**src/rtl/counter_pkg.sv**
```systemverilog
// ============================================================================
// Module      : counter_pkg
// Description : Shared direction codes and decode helpers for the up/down counter.
// Revision    : 1.0 - initial release
// ============================================================================
`default_nettype none

package counter_pkg;

    localparam logic DIR_UP   = 1'b1;
    localparam logic DIR_DOWN = 1'b0;

    // Out-of-range load values clamp to the top of the count range.
    function automatic int unsigned clamp_load(input int unsigned val,
                                               input int unsigned modulo);
        return (val < modulo) ? val : (modulo - 1);
    endfunction

    function automatic logic is_terminal(input int unsigned q,
                                         input logic        up,
                                         input int unsigned modulo);
        return (up == DIR_DOWN) ? (q == 0) : (q == modulo - 1);
    endfunction

endpackage

`default_nettype wire

```
**src/rtl/counter_next_calc.sv**
```systemverilog
// ============================================================================
// Module      : counter_next_calc
// Description : Combinational next-state for the counter: q, wrap and sat.
// Revision    : 1.0 - initial release
// ============================================================================
`default_nettype none

module counter_next_calc
    import counter_pkg::*;
#(
    parameter int WIDTH    = 4,
    parameter int MODULO   = 16,
    parameter int SATURATE = 0
) (
    input  logic [WIDTH-1:0] i_q,
    input  logic             i_sat,
    input  logic             i_up,
    input  logic             i_en,
    input  logic             i_load,
    input  logic             i_clr,
    input  logic [WIDTH-1:0] i_load_val,
    output logic [WIDTH-1:0] o_q_next,
    output logic             o_wrap_next,
    output logic             o_sat_next
);

    localparam logic [WIDTH-1:0] c_max = WIDTH'(MODULO - 1);
    localparam logic [WIDTH-1:0] c_one = WIDTH'(1);

    logic [WIDTH-1:0] w_clamped;
    logic             w_at_end;

    assign w_clamped = WIDTH'(clamp_load(32'(i_load_val), MODULO));
    assign w_at_end  = (i_up == DIR_UP) ? (i_q == c_max) : (i_q == '0);

    always_comb begin
        o_q_next    = i_q;
        o_wrap_next = 1'b0;
        o_sat_next  = i_sat;
        if (i_clr) begin
            o_q_next   = '0;
            o_sat_next = 1'b0;
        end else if (i_load) begin
            o_q_next   = w_clamped;
            o_sat_next = 1'b0;
        end else if (i_en) begin
            if (!w_at_end) begin
                o_q_next   = (i_up == DIR_UP) ? (i_q + c_one) : (i_q - c_one);
                o_sat_next = 1'b0;
            end else if (SATURATE != 0) begin
                o_sat_next = 1'b1;
            end else begin
                // Wrap to the opposite end of the range.
                o_q_next    = (i_up == DIR_UP) ? '0 : c_max;
                o_wrap_next = 1'b1;
                o_sat_next  = 1'b0;
            end
        end
    end

endmodule

`default_nettype wire

```
**src/rtl/param_updown_counter.sv**
```systemverilog
// ============================================================================
// Module      : param_updown_counter
// Description : Parametrised synchronous up/down counter with modulus, load,
//               clear, enable, optional saturation and cascade terminal count.
// Revision    : 1.0 - initial release
// ============================================================================
`default_nettype none

module param_updown_counter
    import counter_pkg::*;
#(
    parameter int WIDTH    = 4,
    parameter int MODULO   = 16,
    parameter int SATURATE = 0
) (
    input  logic             clk,
    input  logic             reset,
    input  logic             clr,
    input  logic             en,
    input  logic             up,
    input  logic             load,
    input  logic [WIDTH-1:0] load_val,
    output logic [WIDTH-1:0] q,
    output logic             tc,
    output logic             wrap,
    output logic             sat
);

    logic [WIDTH-1:0] r_q;
    logic             r_wrap;
    logic             r_sat;
    logic [WIDTH-1:0] w_q_next;
    logic             w_wrap_next;
    logic             w_sat_next;

    counter_next_calc #(
        .WIDTH    (WIDTH),
        .MODULO   (MODULO),
        .SATURATE (SATURATE)
    ) u_next (
        .i_q         (r_q),
        .i_sat       (r_sat),
        .i_up        (up),
        .i_en        (en),
        .i_load      (load),
        .i_clr       (clr),
        .i_load_val  (load_val),
        .o_q_next    (w_q_next),
        .o_wrap_next (w_wrap_next),
        .o_sat_next  (w_sat_next)
    );

    always_ff @(posedge clk or negedge reset) begin
        if (!reset) begin
            r_q    <= '0;
            r_wrap <= 1'b0;
            r_sat  <= 1'b0;
        end else begin
            r_q    <= w_q_next;
            r_wrap <= w_wrap_next;
            r_sat  <= w_sat_next;
        end
    end

    // Unregistered so the next stage's enable lines up with this stage's wrap edge.
    assign tc   = en & is_terminal(32'(r_q), up, MODULO);
    assign q    = r_q;
    assign wrap = r_wrap;
    assign sat  = r_sat;

endmodule

`default_nettype wire

```
**config.mk**
```make
export PLATFORM = sky130hd
export DESIGN_NAME = param_updown_counter
export DESIGN_NICKNAME = d
export VERILOG_FILES = /design/src/rtl/counter_pkg.sv /design/src/rtl/counter_next_calc.sv /design/src/rtl/param_updown_counter.sv
export SDC_FILE = /design/constraint.sdc
export NUM_CORES = 1
export LEC_CHECK = 0
export CAP_MARGIN = 30
export CORE_AREA = 5 5 42 44
export DETAILED_ROUTE_END_ITERATION = 10
export DIE_AREA = 0 0 47 49
export GPL_TIMING_DRIVEN = 0
export PLACE_DENSITY = 0.67
export SYNTH_ARGS = -nofsm -noshare
export SYNTH_HDL_FRONTEND = slang
export SYNTH_HIERARCHICAL = 1
export SYNTH_SLANG_ARGS = --single-unit
```
**constraint.sdc**
```tcl
create_clock -name clk -period 1.8 [get_ports clk]
set_input_delay 0.45 -clock clk [delete_from_list [all_inputs] [get_ports clk]]
set_output_delay 0.45 -clock clk [all_outputs]
set_load 0.05 [all_outputs]
```
Figure 1. Floorplan with the power grid (run 1).
(8 px per um) Pins as bars on the die edge.
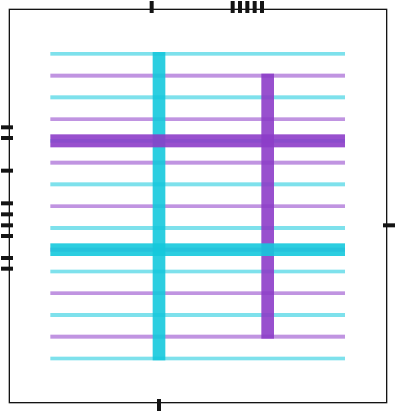
Cyan is VSS. Purple is VDD.
17 signal pins sit on the boundary. 2 straps on met5. 15 met1 rails follow the rows.
Die Height: 49 um
Die Width: 47 um

Figure 2. Placement by cell class (run 1).
(10 px per um) Fill, decap, tap and diode cells in gray.
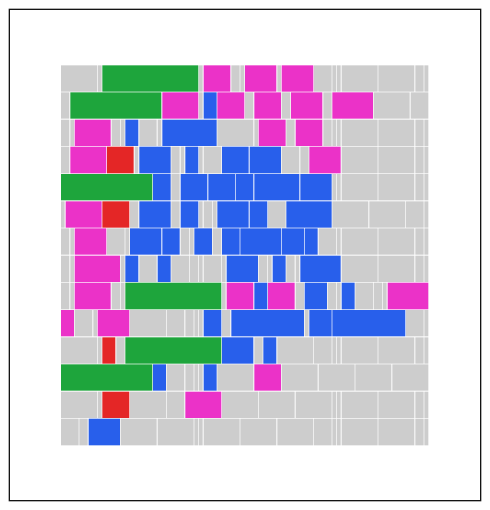
Red is clock drivers and dummy loads, cells 4. Magenta is remaining buffers and delay cells, cells 24. Green is registers, cells 6. Blue is remaining logic cells, cells 42.
FP Rows: 14
fraction of area in registers: 0.214
Final Core Density: 0.513
area of the core: 1400 um^2

Figure 3. A small window of the routed layout (run 1).
Window x 25 to 45, y 27 to 47 um. Cells in gray, sequential cells in the stronger gray; small squares are vias.
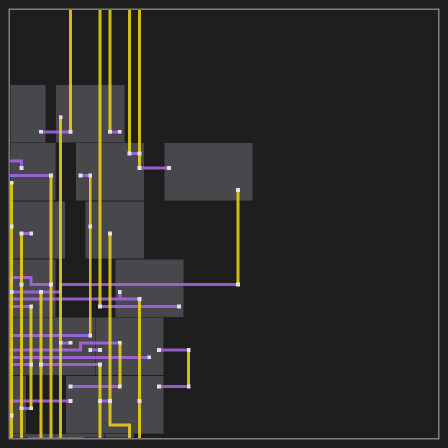
Orange is M3. Yellow is M2. Purple is M1.
12 logic cells have their middle in the window. Sequential cells in the window: 0. Most frequent: dlygate4sd2_1 (4), buf_4 (3), ha_1 (2).

==> run_results.csv, run 1 <==
group,metric,value,unit
power_and_ir_drop,clkPwrFrac,0.279,
die,fp_util,0.314,
placed_design,dp_slack,-0.877,ns
synthesis,synth_cells,49,
power_and_ir_drop,top_power_group,"combinational cells",
sta,final.setup.tns,-0.184,ns
synthesis,yosys-stat-area,440,um^2
worst_setup_path,r2r_setup_slack,0.13,ns
global_routing,grt_max_degree,11,
power_and_ir_drop,peakVddDrop,0.344,mV
status,violations,"setup timing",
sta,setup_viol,1,
worst_setup_path,worst-path-buf-inv,1,
synthesis,synth_flop_count,6,
worst_setup_path,crit_family,"simple AND/OR/NAND/NOR gates",
synthesis,xor_share,0.0597,
clocking,clk_pin_slew,0.05,ns
final_layout,design_area,719,um^2
global_routing,grt_use_met1,0.148,
power_and_ir_drop,seqPwrFrac,0.330,
final_layout,bufAreaShareNonClock,0.294,
worst_setup_path,path_max_fanout,3,
worst_setup_path,r2r-start,"q[0]",
power_and_ir_drop,finalPower,0.474,mW
sta,worst_pin_slew,0.505,ns
detailed_routing,first_pass_iters,4,
clocking,cts_root_buf,"clkbuf_4",
clocking,cts_tree,"built",
synthesis,ys_types,24,
sta,worst_slack,-0.184,ns
final_layout,seq_area,154,um^2
power_and_ir_drop,p_switching,0.161,mW
worst_setup_path,crit_path_cell_trace,"or4_4 -> o22ai_4 -> buf_6",
final_layout,buffers,24,
synthesis,top_cell,"inv_1",
synthesis,synthSimpleGateAreaFrac,0.176,
detailed_routing,met3WireLength,66,um
synthesis,area_leaders,"dfrtp_1, inv_1, a21oi_1, ha_1, fa_1",
worst_setup_path,cp.arrival,1.53,ns
synthesis,aoi_share,0.219,
detailed_routing,viasPerCell,5.11,
clocking,insertion_delay,0.24,ns
sta,max_freq,504,MHz
die,ios,17,
global_routing,grt_util_met2,0.186,
synthesis,edf_count,0,
worst_setup_path,crit_slowest_cell,"or4_4",
detailed_routing,drt_iter0_drc,5,
synthesis,ff_type,"dfrtp_1",
detailed_routing,route.met2.wl,615,um
global_routing,first_global_vias,465,
final_layout,logic_gates,34,
sta,period_used_share,1.10,
clocking,clock-sinks,6,
clocking,max-clock-path-buffers,2,
synthesis,syn_area,440,um^2
power_and_ir_drop,sw_frac_of_total,0.340,
synthesis,floorplan.nets,62,
detailed_routing,met1_length,480,um
sta,maxSlewViolCount,0,
detailed_routing,vias,470,
synthesis,yosysWarnings,6,
clocking,htree_levels,1,
worst_setup_path,worstSetupEndpoint,"tc",
placed_design,place_area,632,um^2
global_routing,grt_antenna_before_repair,0,
sta,period_minus_slack,1.98,ns
synthesis,yosysTopAreaCell,"dfrtp_1",
final_layout,largest_register_ffs,4,
detailed_routing,routed_wl,1180,um
final_layout,antenna_cells,0,
sta,clock_skew,0.00443,ns
worst_setup_path,timing.rr.end,"q[3]",
clocking,cts_setup_buffers,4,
power_and_ir_drop,pg_seq,0.156,mW
die,die_area,2300,um^2
power_and_ir_drop,comb-power,0.186,mW
run,warnings,29,
final_layout,dominant_cells,"combinational gates",
synthesis,top_cells_by_count,"inv_1, dfrtp_1, a21oi_1",
sta,max-slew-margin-rel,0.664,
placed_design,dp.cells,80,
final_layout,nets,90,
placed_design,io_buffers,15,
synthesis,postSynth.asyncResetShare,1.00,
run,drv_cap,0,
status,status,"complete, but fails checks",
Figure 4. Clock distribution (run 1).
(12 px per um)
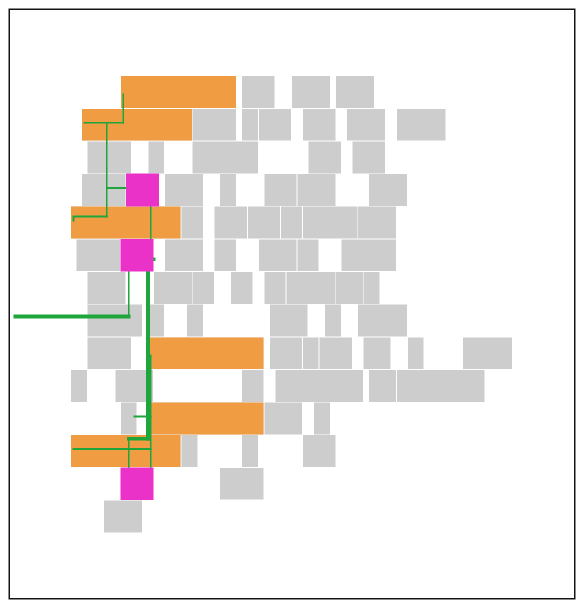

==> run 1 -> run 2 <==
--- a/config.mk
+++ b/config.mk
@@ -7,10 +7,12 @@
 export LEC_CHECK = 0
 export CAP_MARGIN = 30
 export CORE_AREA = 5 5 42 44
+export CTS_CLUSTER_SIZE = 24
 export DETAILED_ROUTE_END_ITERATION = 10
 export DIE_AREA = 0 0 47 49
+export DONT_BUFFER_PORTS = 1
 export GPL_TIMING_DRIVEN = 0
-export PLACE_DENSITY = 0.67
+export PLACE_DENSITY = 0.51
 export SYNTH_ARGS = -nofsm -noshare
 export SYNTH_HDL_FRONTEND = slang
 export SYNTH_HIERARCHICAL = 1
Figure 5. Clock distribution (run 2).
(12 px per um)
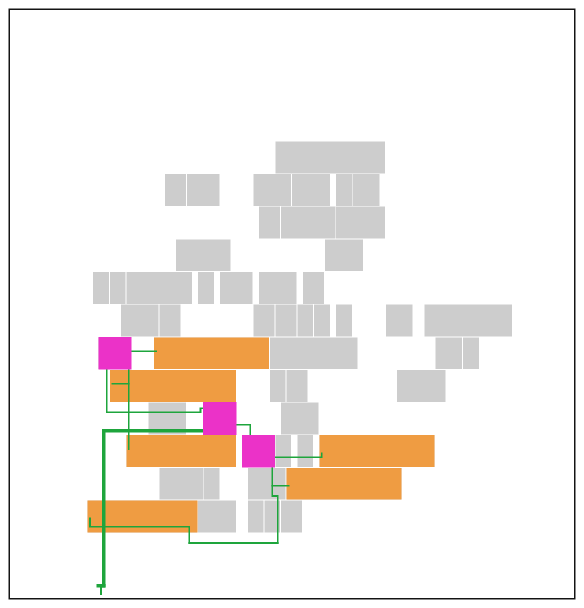
Orange is flip-flops, count 6. Green is clock wires, length 85.8 um. Magenta is clock-net drivers, count 3.
There are 4 routed clock nets.
Layout Skew: 0.0138 ns
Clock power frac: 0.310
clock-net power: 0.132 mW

Figure 6. Floorplan with the power grid (run 2).
(8 px per um) Pins as bars on the die edge.
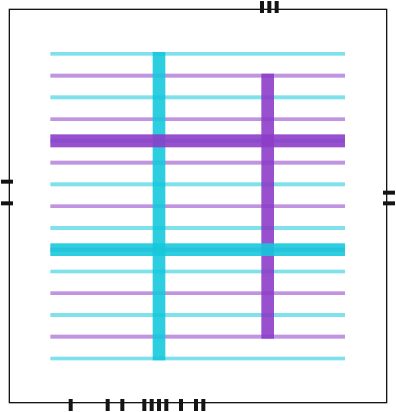
Purple is VDD. Cyan is VSS.
2 straps on met5. 17 signal pins sit on the boundary.
worst vdd ir: 0.530 mV

Figure 7. Routing congestion (run 2).
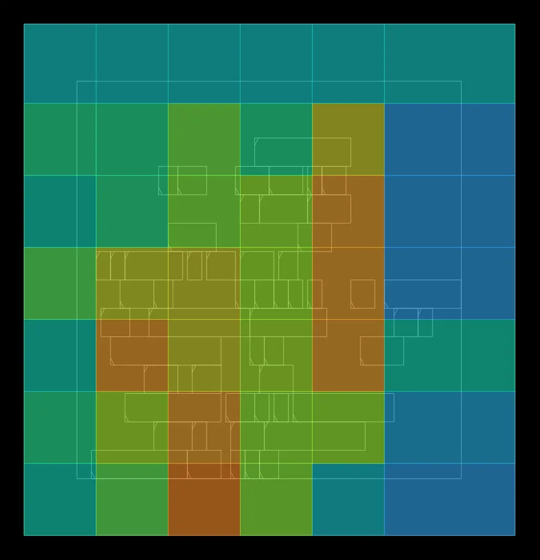
most used routing layer: met2
met3 usage: 0.0295
GR Util met1: 0.135
grt met2 use: 0.154

==> run 2 against run 1 <==
The run still ends with setup timing left. Wire length decreased by 14%. Register-to-register slack worse by 0.15 ns. Via count shrank 18%. Sequential power grew 25%. Highest routed layer unchanged. Final cell count fell by 24%. Synthesized cell count unchanged. Worst hold slack got worse by 0.18 ns. Clock power is essentially flat. Largest power group is now sequential cells. Combinational power down 47%. Die area stayed put.
==> run_results.csv, run 2 <==
group,metric,value,unit
run,drv_cap,0,
detailed_routing,first_pass_iters,4,
power_and_ir_drop,pg_seq,0.195,mW
synthesis,yosys-stat-cells,49,
final_layout,largest_register_ffs,4,
worst_setup_path,worstSetupEndpoint,"tc",
sta,period_used_share,1.22,
power_and_ir_drop,finalPower,0.425,mW
final_layout,seq_area,158,um^2
final_layout,comb_share,0.544,
detailed_routing,vias,386,
die,ios,17,
global_routing,grt_max_degree,11,
die,die_area,2300,um^2
detailed_routing,met1_length,469,um
synthesis,muxShareOfSynthArea,0.0256,
worst_setup_path,startpoint_type,"flop",
final_layout,final_cells,70,
die,die_x,47,um
synthesis,yosys-stat-area,440,um^2
final_layout,logic_gates,34,
detailed_routing,drt_iter0_drc,9,
die,fp-row-count,14,
detailed_routing,postRouteAntennaNets,0,
synthesis,top_cell,"inv_1",
sta,max-slew-margin-rel,0.689,
clocking,cts_resized,1,
worst_setup_path,r2r-start,"q[0]",
clocking,clock-sinks,6,
status,status,"complete, but fails checks",
worst_setup_path,r2r_cells,5,
synthesis,aoi_share,0.219,
global_routing,first_global_vias,409,
synthesis,floorplan.nets,62,
final_layout,design_area,543,um^2
sta,max_freq,457,MHz
sta,setup_viol,2,
final_layout,area_growth,23.3,%
placed_design,dp_slack,-0.176,ns
worst_setup_path,crit_family,"simple AND/OR/NAND/NOR gates",
synthesis,synthSimpleGateAreaFrac,0.176,
sta,rsz0062_at_grt,"yes",
sta,final.setup.tns,-0.409,ns
detailed_routing,highest_layer,"met4",
worst_hold_path,whs_endpoint,"q[0]",
die,fp_util,0.314,
synthesis,postSynth.asyncResetShare,1.00,
die,die.size.y,49,um
final_layout,buffers,2,
sta,period_minus_slack,2.19,ns
synthesis,ff_type,"dfrtp_1",
synthesis,synth_flop_count,6,
power_and_ir_drop,comb-power,0.0985,mW
final_layout,clkbuf_count,4,
clocking,cts_setup_buffers,0,
synthesis,area_leaders,"dfrtp_1, inv_1, a21oi_1, ha_1, fa_1",
worst_setup_path,crit_slowest_cell,"or4_4",
clocking,clk_pin_slew,0.05,ns
clocking,max-clock-path-buffers,2,
placed_design,place_area,482,um^2
clocking,cts_tree,"built",
placed_design,dp.cells,65,
global_routing,grt_antenna_before_repair,0,
synthesis,ys_types,24,
power_and_ir_drop,pwr-share-comb,0.232,
power_and_ir_drop,top_power_group,"sequential cells",
final_layout,bufAreaShareNonClock,0.0253,
placed_design,io_buffers,0,
worst_setup_path,crit_required,1.35,ns
final_layout,nets,68,
final_layout,seqAreaFraction,0.290,
synthesis,yosysTopAreaCellShare,0.341,
detailed_routing,viasPerCell,5.51,
synthesis,xor_share,0.0597,
power_and_ir_drop,sw_frac_of_total,0.349,
die,core_area,1400,um^2
synthesis,syn_area,440,um^2
final_layout,final-clk-cell-share,0.0484,
placed_design,place_hpwl,786,um
synthesis,synth_cells,49,
final_layout,antenna_cells,0,
sta,maxSlewViolCount,0,
worst_setup_path,timing.rr.end,"q[2]",
worst_setup_path,cp-startpoint,"q[0]",
worst_setup_path,path_max_fanout,8,
final_layout,fin_util,0.388,
final_layout,final_cell_mix,"inv_1, a21oi_1, clkbuf_4, dfrtp_2, nor2_1",
sta,worst_pin_slew,0.467,ns
worst_setup_path,r2r_setup_slack,-0.02,ns
detailed_routing,met3WireLength,32,um
synthesis,edf_count,0,
status,violations,"setup timing",
sta,worst_slack,-0.387,ns
worst_setup_path,cp.arrival,1.74,ns
worst_setup_path,crit_path_cell_trace,"or4_4 -> o22ai_4",
run,warnings,29,
clocking,htree_levels,1,
power_and_ir_drop,p_switching,0.148,mW
power_and_ir_drop,p_int,0.277,mW
clocking,cts_buffers,3,
clocking,insertion_delay,0.24,ns
worst_setup_path,worst-path-buf-inv,0,
synthesis,top_cells_by_count,"inv_1, dfrtp_1, a21oi_1",
final_layout,comb_area,295,um^2
final_layout,inverters,8,
power_and_ir_drop,seqPwrFrac,0.458,
final_layout,dominant_cells,"combinational gates",
synthesis,yosysTopAreaCell,"dfrtp_1",
detailed_routing,route.met2.wl,499,um
detailed_routing,routed_wl,1010,um
synthesis,yosysWarnings,6,
worst_hold_path,hold_path_class,"in2reg",
global_routing,overflow,0,
clocking,cts_root_buf,"clkbuf_4",
No activity file was given, so power comes from the tool's default toggle rates.
